Design booth_radix4_mult, sky130hd; sources not shown.
**Run 1: register map, names as in the netlist**

Scale bar: 20 microns. Other sequential cells in the stronger gray, the rest of the logic in the fainter gray.
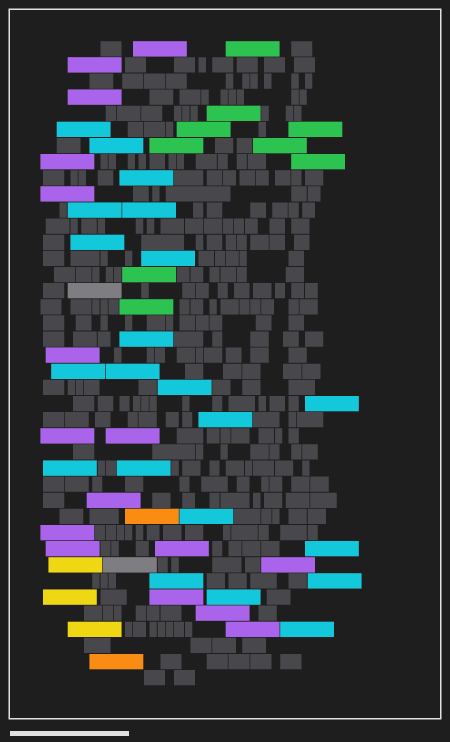
- green: m_q (sequential cells 9; where north)
- purple: product (sequential cells 16)
- orange: dbg_state (sequential cells 2)
- yellow: cnt_q (sequential cells 3)
- cyan: acc_q (sequential cells 21)
- not colored: 2
area occupied by registers: 1326 sq um
sequential cell area share: 0.3574

**Run 1: signal metal coverage by tile**

The die is cut into 15 by 24 equal tiles; dark blue is low, red is high, scaled to the fullest tile. Values are wire area over tile area, all layers added.
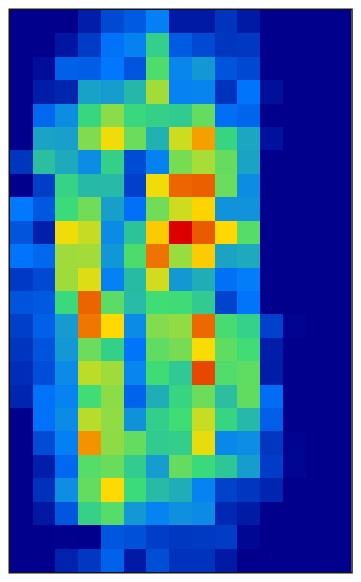
- emptiest ninth of the die: north-east
- tiles over half the peak: 21%
- nearly empty tiles: 30%
- mean over tiles: 0.13
via count: 2509
aggregate global-route resource usage: 0.1805

**Run 1: cell sizes after repair**

Scale bar: 20 microns.
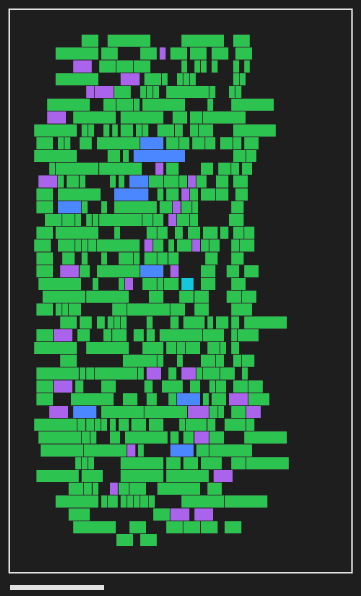
- green: _0 and _1 cells (cells 330; most used nand2_1)
- blue: _6 and larger (cells 9; most used clkbuf_8)
- cyan: _3 and _4 cells (cells 1; most used buf_4)
- purple: _2 cells (cells 31)
Buffers, non-clock: 61
Synth-to-Final Area Change: 20.52%
Final Cell Area: 3711 sq um

==> qor.txt, run 1 <==
# diodes - 0
worst-path cell chain - buf_2 > buf_2 > xor2_1 > o21a_1 > nor2b_1 > a22oi_1 > buf_2 > xnor2_1 > ha_1 > a21oi_2 > o21ai_1 > a221o_1 > a21oi_2 > xnor2_1 > or3_1 > nand3_1
tool warnings - 27
RSZ-0062 raised after global routing - no
Max-slew headroom - 0.6156
Post-CTS Setup Inserts - 0
die height - 119.4 microns
Syn Inst Count - 323
cts repair resizes - 0
Arrival @ worst endpoint - 4.00 ns
cells in synth_stat.txt - 323
critical path's slowest cell - dfrtp_1
Hold Path Cell Cnt - 2
CTS tree - yes
initial DRC count - 137
final worst-path setup slack - 1.624 ns
vias per cell - 5.514
Final Cycle Share - 0.7026
# rows - 40
status - completed
Root Driver - clkbuf_8
Chip Area - 8662 sq um
register share after synthesis - 0.4307
synth unique cells - 39
synthesis area per yosys - 3079 sq um
gate family responsible for the most delay along the worst path - AND-OR/OR-AND gates
Hold Violations, Final - 0
number of stages on the worst setup path - 16
Tmin final - 3.836 ns
Util after Layout - 0.5493
combinational gate area - 1610 sq um
EDFF count, synth - 0
min-delay worst type - reg -> reg
Final Slew Violations - 0
FP Core Util - 0.4557
Latency at later pin - 0.32 ns
DP Area - 3595 sq um
Worst setup SP type - register
Dominant cell area share - 0.4307
r2r setup slk - 1.62 ns
most numerous logic cell after layout - nand2_1
pre-CTS WS - 1.660 ns
dpl cells - 447
crit path capture type - register
Num CTS Buffers - 5
Worst-Margin Slew - 0.5766 ns
share of layout cells above drive strength 1 - 0.1105
fmax - 260.7 MHz
detailed-route wire length - 7299 microns
Top FF cell, synth - dfrtp_1
cell mode on critical path - buf_2
final number of setup-violating endpoints - 0
==> run 1: routing by layer <==
layer  track usage  up-vias  routed length, microns
met5             0        -                       0
met4        0.1028        0                     293
met3       0.02956       17                     209
met2        0.3111       52                    3921
met1        0.2038     1216                    2875
li1              -     1224                       -
==> run 1: cell type report <==
cell class / instances / area share
Multi-Input combinational cell: 239 / 0.4339
Inverter: 10 / 0.01011
Sequential cell: 53 / 0.3574
Tap cell: 84 / 0.02832
Timing Repair Buffer: 40 / 0.1106
Buffer: 21 / 0.02832
Clock buffer: 6 / 0.02225
Clock inverter: 2 / 0.009103
**Run 1: cell outlines without signal wires**

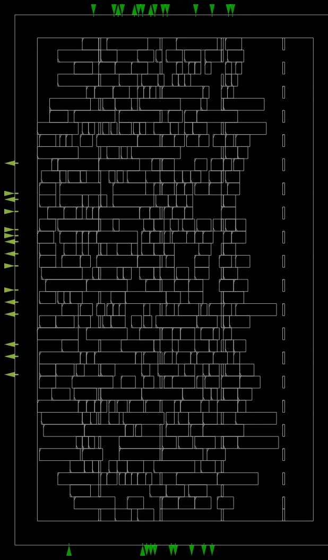

==> run 2: changes to the inputs <==
PLACE_DENSITY = 0.79   (was 0.76)
clock period = 3.4 ns   (was 5.46 ns; I/O delays follow)
**Run 2: cell outlines without signal wires**

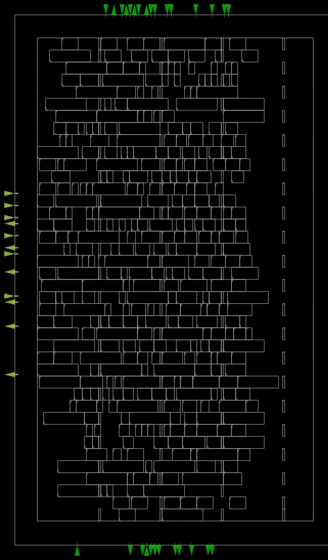
flop count: 53
Filler Cells Inserted: 552
Util after Layout: 0.5900

**Run 2: register map, names as in the netlist**

Scale bar: 20 microns. Other sequential cells in the stronger gray, the rest of the logic in the fainter gray.
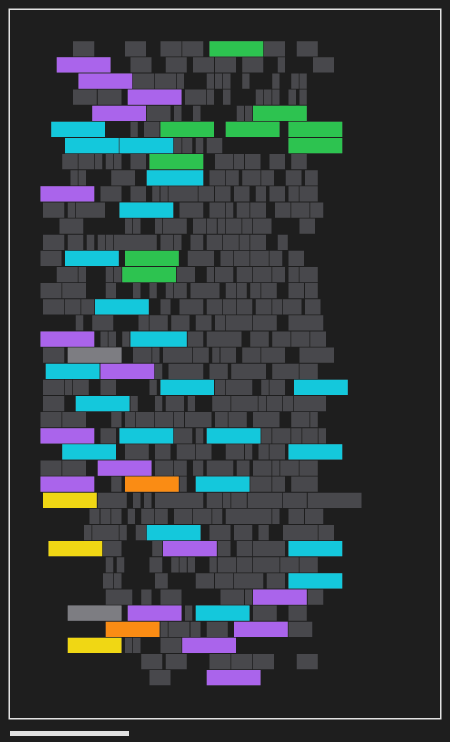
- green: m_q (sequential cells 9; where north)
- orange: dbg_state (sequential cells 2)
- yellow: cnt_q (sequential cells 3)
- purple: product (sequential cells 16)
- cyan: acc_q (sequential cells 21)
area occupied by registers: 1329 sq um
sequential cell area share: 0.3333

**Run 2: clock wires, drivers and flops**

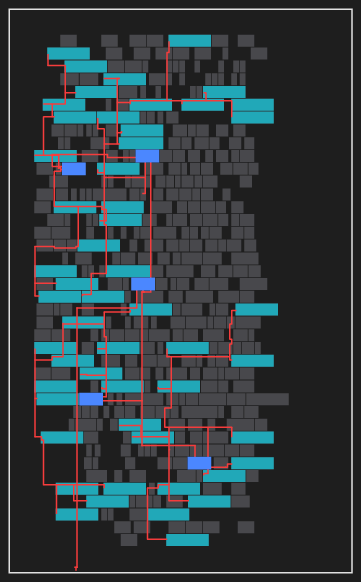
- cyan: flip-flops (count 53)
- red: clock wires (length 689 microns)
- blue: clock drivers (count 5)
- routed clock nets: 6
Latency at later pin: 0.32 ns

==> qor.txt, run 2 <==
status - complete, but fails checks
failing checks - negative setup slack
initial DRC count - 202
CTS tree - yes
Arrival @ worst endpoint - 3.62 ns
Root Driver - clkbuf_8
Max-slew headroom - 0.6331
synthesis area per yosys - 3079 sq um
RSZ-0062 raised after global routing - yes
Hold Path Cell Cnt - 2
# diodes - 0
share of layout cells above drive strength 1 - 0.2148
r2r setup slk - -0.06 ns
Num CTS Buffers - 5
Post-CTS Setup Inserts - 11
Dominant cell area share - 0.4307
most numerous logic cell after layout - nand2_1
Final Cycle Share - 1.017
final number of setup-violating endpoints - 2
register share after synthesis - 0.4307
synth unique cells - 39
crit path capture type - register
Syn Inst Count - 323
EDFF count, synth - 0
gate family responsible for the most delay along the worst path - AND-OR/OR-AND gates
Worst-Margin Slew - 0.5503 ns
# rows - 40
tool warnings - 28
min-delay worst type - reg -> reg
met3 Usage GRT - 0.02196
uppermost routed layer - met4
die height - 119.4 microns
Final Slew Violations - 0
Chip Area - 8662 sq um
fmax - 289.1 MHz
final worst-path setup slack - -0.05846 ns
pre-CTS WS - -0.3097 ns
FP Core Util - 0.4557
Top FF cell, synth - dfrtp_1
cells in synth_stat.txt - 323
DP Area - 3597 sq um
run 2: area by class of cell:
cell class              instances  area, sq um
fillers                       552         2770
repair buffers                 61        575.6
plain buffers                  20        121.4
clock inverters                 3        11.26
inverters                      10        37.54
flip-flops and latches         53         1329
multi-input cells             239         1738
well taps                      84        105.1
clock buffers                   5        68.82
run 2: per-stage QoR:
stage	cells	hold slack, ns
after CTS	466	0.3969
after global placement	446	0.3648
after global routing	475	0.4274
after detailed placement	447	0.3763
after floorplan	323	0.3563
final	475	0.3935
run 2: cells by family (layout without fill, tap and decap cells):
group	count (synthesis)	after routing	synth area share
AOI/OAI and AO/OA	71	71	0.1629
muxes	12	12	0.04388
DFF	53	53	0.4307
xor gates and xnor gates	24	24	0.06826
adders and majority gates	13	13	0.05526
and+or+nand+nor	119	119	0.1926
buffers and inverters	31	99	0.04633
